Figure 1. Logic cells by family.
Drawn at 2 px/um.
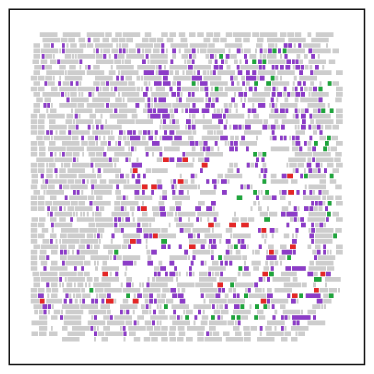
Figure 2. Metal 3.
Drawn at 3 px/um.
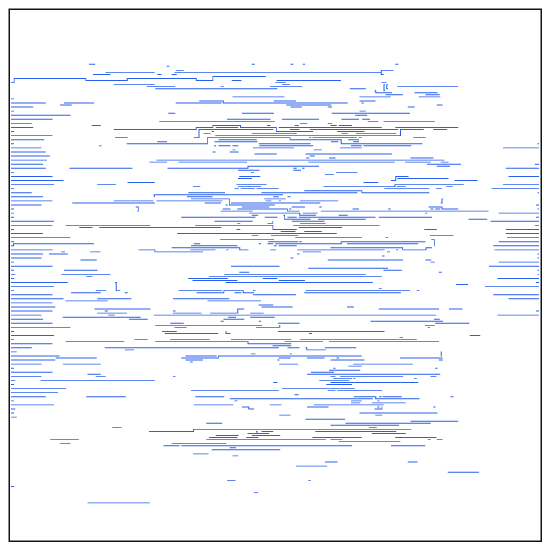
===== config.mk =====
export PLATFORM = sky130hd
export DESIGN_NAME = present80_enc_serial_flat
export DESIGN_NICKNAME = d
export VERILOG_FILES = /design/src/rtl/present80_enc_serial_if.sv /design/src/rtl/present80_enc_serial.sv /design/src/flat_wrapper.sv
export SDC_FILE = /design/constraint.sdc
export NUM_CORES = 1
export LEC_CHECK = 0
export CAP_MARGIN = 10
export CORE_MARGIN = 10
export CORE_UTILIZATION = 55
export CTS_CLUSTER_DIAMETER = 120
export DETAILED_ROUTE_END_ITERATION = 8
export PLACE_DENSITY = 0.81
export RECOVER_POWER = 50
export SYNTH_ARGS = -nofsm -noshare
export SYNTH_HDL_FRONTEND = slang
export SYNTH_SLANG_ARGS = --single-unit

===== constraint.sdc =====
create_clock -name clk -period 10.1 [get_ports clk]
set_input_delay 2.02 -clock clk [delete_from_list [all_inputs] [get_ports clk]]
set_output_delay 2.02 -clock clk [all_outputs]
set_load 0.05 [all_outputs]

===== src/rtl/present80_enc_serial_if.sv =====
// Host-side handshake bundle for the nibble-serial PRESENT-80 encryption core.
interface present80_enc_serial_if;
  logic        start;
  logic [63:0] plaintext;
  logic [79:0] key;
  logic        ready;
  logic        done;
  logic [63:0] ciphertext;

  modport master (
    output start, plaintext, key,
    input  ready, done, ciphertext
  );

  modport slave (
    input  start, plaintext, key,
    output ready, done, ciphertext
  );
endinterface


===== src/rtl/present80_enc_serial.sv =====
// PRESENT-80 encryption, one S-box nibble per cycle; 31 rounds of
// ADDKEY + 16x SBOX + PLAYER, then FINAL whitening with K32 and a done pulse.
module present_sbox (
  input  logic [3:0] x_i,
  output logic [3:0] y_o
);
  always_comb begin
    y_o = 4'h0;
    unique case (x_i)
      4'h0: y_o = 4'hC;
      4'h1: y_o = 4'h5;
      4'h2: y_o = 4'h6;
      4'h3: y_o = 4'hB;
      4'h4: y_o = 4'h9;
      4'h5: y_o = 4'h0;
      4'h6: y_o = 4'hA;
      4'h7: y_o = 4'hD;
      4'h8: y_o = 4'h3;
      4'h9: y_o = 4'hE;
      4'hA: y_o = 4'hF;
      4'hB: y_o = 4'h8;
      4'hC: y_o = 4'h4;
      4'hD: y_o = 4'h7;
      4'hE: y_o = 4'h1;
      4'hF: y_o = 4'h2;
      default: y_o = 4'h0;
    endcase
  end
endmodule

module present80_enc_serial (
  input  logic                         clk,
  input  logic                         rst,
  present80_enc_serial_if.slave        bus
);
  typedef enum logic [2:0] {IDLE, ADDKEY, SBOX, PLAYER, FINAL} state_e;

  state_e      fsm_q, fsm_d;
  logic [63:0] state_q, state_d;
  logic [79:0] key_q, key_d;
  logic [4:0]  round_q, round_d;
  logic [3:0]  nib_q, nib_d;
  logic        done_q, done_d;
  logic [63:0] ct_q, ct_d;

  logic [3:0]  dp_sbox_in, dp_sbox_out;
  logic [3:0]  ks_sbox_in, ks_sbox_out;
  logic [79:0] key_rot, key_next;
  logic [63:0] perm;

  // Key schedule: rotate left 61, S-box the top nibble, fold in the round counter.
  assign key_rot    = {key_q[18:0], key_q[79:19]};
  assign ks_sbox_in = key_rot[79:76];
  assign key_next   = {ks_sbox_out, key_rot[75:20], key_rot[19:15] ^ round_q, key_rot[14:0]};

  assign dp_sbox_in = state_q[{nib_q, 2'b00} +: 4];

  present_sbox u_sbox_dp (.x_i(dp_sbox_in), .y_o(dp_sbox_out));
  present_sbox u_sbox_ks (.x_i(ks_sbox_in), .y_o(ks_sbox_out));

  for (genvar g = 0; g < 63; g++) begin : g_perm
    assign perm[(16 * g) % 63] = state_q[g];
  end
  assign perm[63] = state_q[63];

  always_comb begin
    fsm_d   = fsm_q;
    state_d = state_q;
    key_d   = key_q;
    round_d = round_q;
    nib_d   = nib_q;
    done_d  = 1'b0;
    ct_d    = ct_q;
    unique case (fsm_q)
      IDLE: begin
        if (bus.start) begin
          state_d = bus.plaintext;
          key_d   = bus.key;
          round_d = 5'd1;
          nib_d   = '0;
          fsm_d   = ADDKEY;
        end
      end
      ADDKEY: begin
        state_d = state_q ^ key_q[79:16];
        key_d   = key_next;
        fsm_d   = SBOX;
      end
      SBOX: begin
        state_d[{nib_q, 2'b00} +: 4] = dp_sbox_out;
        nib_d = nib_q + 4'd1;
        if (nib_q == 4'd15) fsm_d = PLAYER;
      end
      PLAYER: begin
        state_d = perm;
        if (round_q == 5'd31) begin
          fsm_d = FINAL;
        end else begin
          round_d = round_q + 5'd1;
          fsm_d   = ADDKEY;
        end
      end
      FINAL: begin
        ct_d   = state_q ^ key_q[79:16];
        done_d = 1'b1;
        fsm_d  = IDLE;
      end
      default: fsm_d = IDLE;
    endcase
  end

  always_ff @(posedge clk or posedge rst) begin
    if (rst) begin
      fsm_q   <= IDLE;
      state_q <= '0;
      key_q   <= '0;
      round_q <= '0;
      nib_q   <= '0;
      done_q  <= 1'b0;
      ct_q    <= '0;
    end else begin
      fsm_q   <= fsm_d;
      state_q <= state_d;
      key_q   <= key_d;
      round_q <= round_d;
      nib_q   <= nib_d;
      done_q  <= done_d;
      ct_q    <= ct_d;
    end
  end

  assign bus.ready      = (fsm_q == IDLE);
  assign bus.done       = done_q;
  assign bus.ciphertext = ct_q;
endmodule


===== src/flat_wrapper.sv =====
// flat-port wrapper written by rule: the top's interface ports become plain ports
module present80_enc_serial_flat 
  (clk, rst, bus_start, bus_plaintext, bus_key, bus_ready, bus_done, bus_ciphertext);
  present80_enc_serial_if bus_i ();
  input  logic clk;
  input  logic rst;
  input wire logic [$bits(bus_i.start)-1:0] bus_start;
  input wire logic [$bits(bus_i.plaintext)-1:0] bus_plaintext;
  input wire logic [$bits(bus_i.key)-1:0] bus_key;
  output wire logic [$bits(bus_i.ready)-1:0] bus_ready;
  output wire logic [$bits(bus_i.done)-1:0] bus_done;
  output wire logic [$bits(bus_i.ciphertext)-1:0] bus_ciphertext;
  assign bus_i.start = bus_start;
  assign bus_i.plaintext = bus_plaintext;
  assign bus_i.key = bus_key;
  assign bus_ready = bus_i.ready;
  assign bus_done = bus_i.done;
  assign bus_ciphertext = bus_i.ciphertext;
  present80_enc_serial u_core (.clk(clk), .rst(rst), .bus(bus_i));
endmodule

==> reports/results.ini <==
[outcome]
run_status=complete, but fails checks
failed_checks=max-capacitance violations, max-slew violations

[final_timing]
finClkSkew_ns=0.0152
fin_tns_setup_ns=0
maxSlewViolCount=181
setup_repair_after_global_routing_missed_its_margin=false
worst_slew_margin_rel=-1.30

[critical_path]
worst-r2r-setup-slack_ns=3.09
crit_path_cell_trace=clkbuf_1, nor2_1, and2_0, clkbuf_1, a31oi_1
timing.setup.critical_path_class=flip-flop to flip-flop
slowest_delay_ns=2.52
rr_startpoint=u_core.fsm_q[1]$_DFFE_PP0P_
timing.critical_path.from=u_core.fsm_q[1]$_DFFE_PP0P_
setup.worst_path.start_class=flip-flop
worst_path_top_cell_family_by_delay=buffers and inverters
reg2reg_to=u_core.bus.ciphertext[15]$_DFFE_PP0P_
cp_num_cells=5

[power]
power_density_nw_per_um2=378
p_int_mw=2.94
switching_share=0.527
share_comb_of_total_power=0.552
ir_drop_mv=0.698

[yosys]
yosysTopAreaCellShare=0.409
ys_dominant_reg_cell=dfrtp_1
synth_cells=1519
synth.yosys.warnings=0

[die]
die_area_um2=31300
ios=213
dieHeight_um=177
die_w_um=177

[final_layout]
clock_area_frac=0.0485
nonClockInverterCount=11
final_non_filler_cell_area_um2=16400
num-nets-final=1822
design.seq.count=221
sh_seq_area=0.337
antenna_cells_inserted=1
mostFrequentLayoutCells=dfrtp_1, o21ai_0, clkdlybuf4s50_1

[clock_network]
cts_buffers=25
count_of_clock_tree_sinks=221
cts_root_buffer=clkbuf_16
clock_latency_ns=0.53
postCtsHoldBufs=0

[job]
max_cap_violations=3
openroad_warnings=44

[routing]
route.layer.met1.wl_um=21100
antenna_violating_nets_post_route=0
dr.first_iter.drc_count=1553

[global_route]
globalRoute.busiestLayer=met2

[place]
placement.cell_area_um2=15600

[min_path]
holdPathStages=2

-- Figure 1 (at the start) --
color	family	cells
red	non-inverting ao/oa cells	29
green	and/or cells	53
purple	aoi and oai cells	491
leading cell type in the layout, fill and taps excluded: dfrtp_1
non-filler instance count after layout: 2000
combinational share of cell area: 0.450

-- Figure 2 (at the start) --
longest straight run	95.7 um
wire length on this layer	6130 um
share of all routed wire	11%
nets with wire on the layer	339
final wirelength: 54200 um
vias: 13184
fraction of met3 tracks used by global routing: 0.0849

power by group through the flow:
stage | logic [mW] | registers (mW) | clock network [mW]
after floorplan | 2.45 | 1.52 | 0
after global placement | 3.26 | 1.81 | 0
after detailed placement | 3.31 | 1.83 | 0
after CTS | 3.33 | 1.82 | 0.908
after global routing | 3.63 | 1.87 | 0.946
final | 3.42 | 1.88 | 0.907
state kept, by name (all words and copies together), names as in the netlist:
name and flops:
u_core.round_q 5, u_core.nib_q 4, u_core.bus.done 1, u_core.state_q 64, u_core.bus.ciphertext 64, u_core.key_q 80
u_core.fsm_q 3
worst reg2reg max path: cells and delay by family (launching register included):
kind	cells	cell delay (ns)
AND/OR/NAND/NOR	2	2.46
AND-OR/OR-AND	1	0.40
flip-flops	1	0.39
buffers and inverters	2	3.45
Yosys cell counts, drive strengths merged (26+ instances only):
cell type  count
nor2         135
nand2b        80
a211oi        39
nand2        170
o21ai        199
a31oi         59
buf           26
dfrtp        221
a21oi        111
clkbuf        91
xnor2         30
or3           34
mux2i        102
through the flow:
stage	power (mW)	hold WS, ns
after floorplan	3.97	0.449
after global placement	5.07	0.465
after detailed placement	5.14	0.471
after CTS	6.06	0.489
after global routing	6.45	0.516
final	6.21	0.488
kinds of logic (layout without fill, tap and decap cells):
| logic type | Yosys count | in the layout | synth area share |
|---|---|---|---|
| DFF | 221 | 221 | 0.409 |
| buffers and inverters | 128 | 284 | 0.0473 |
| other | 0 | 1 | 0 |
| and+or+nand+nor | 481 | 481 | 0.167 |
| adders and majority gates | 17 | 17 | 0.0157 |
| xor gates and xnor gates | 38 | 38 | 0.0246 |
| muxes | 114 | 114 | 0.0935 |
| AOI/OAI and AO/OA | 520 | 520 | 0.244 |
Power is estimated from default activity; no workload was simulated.
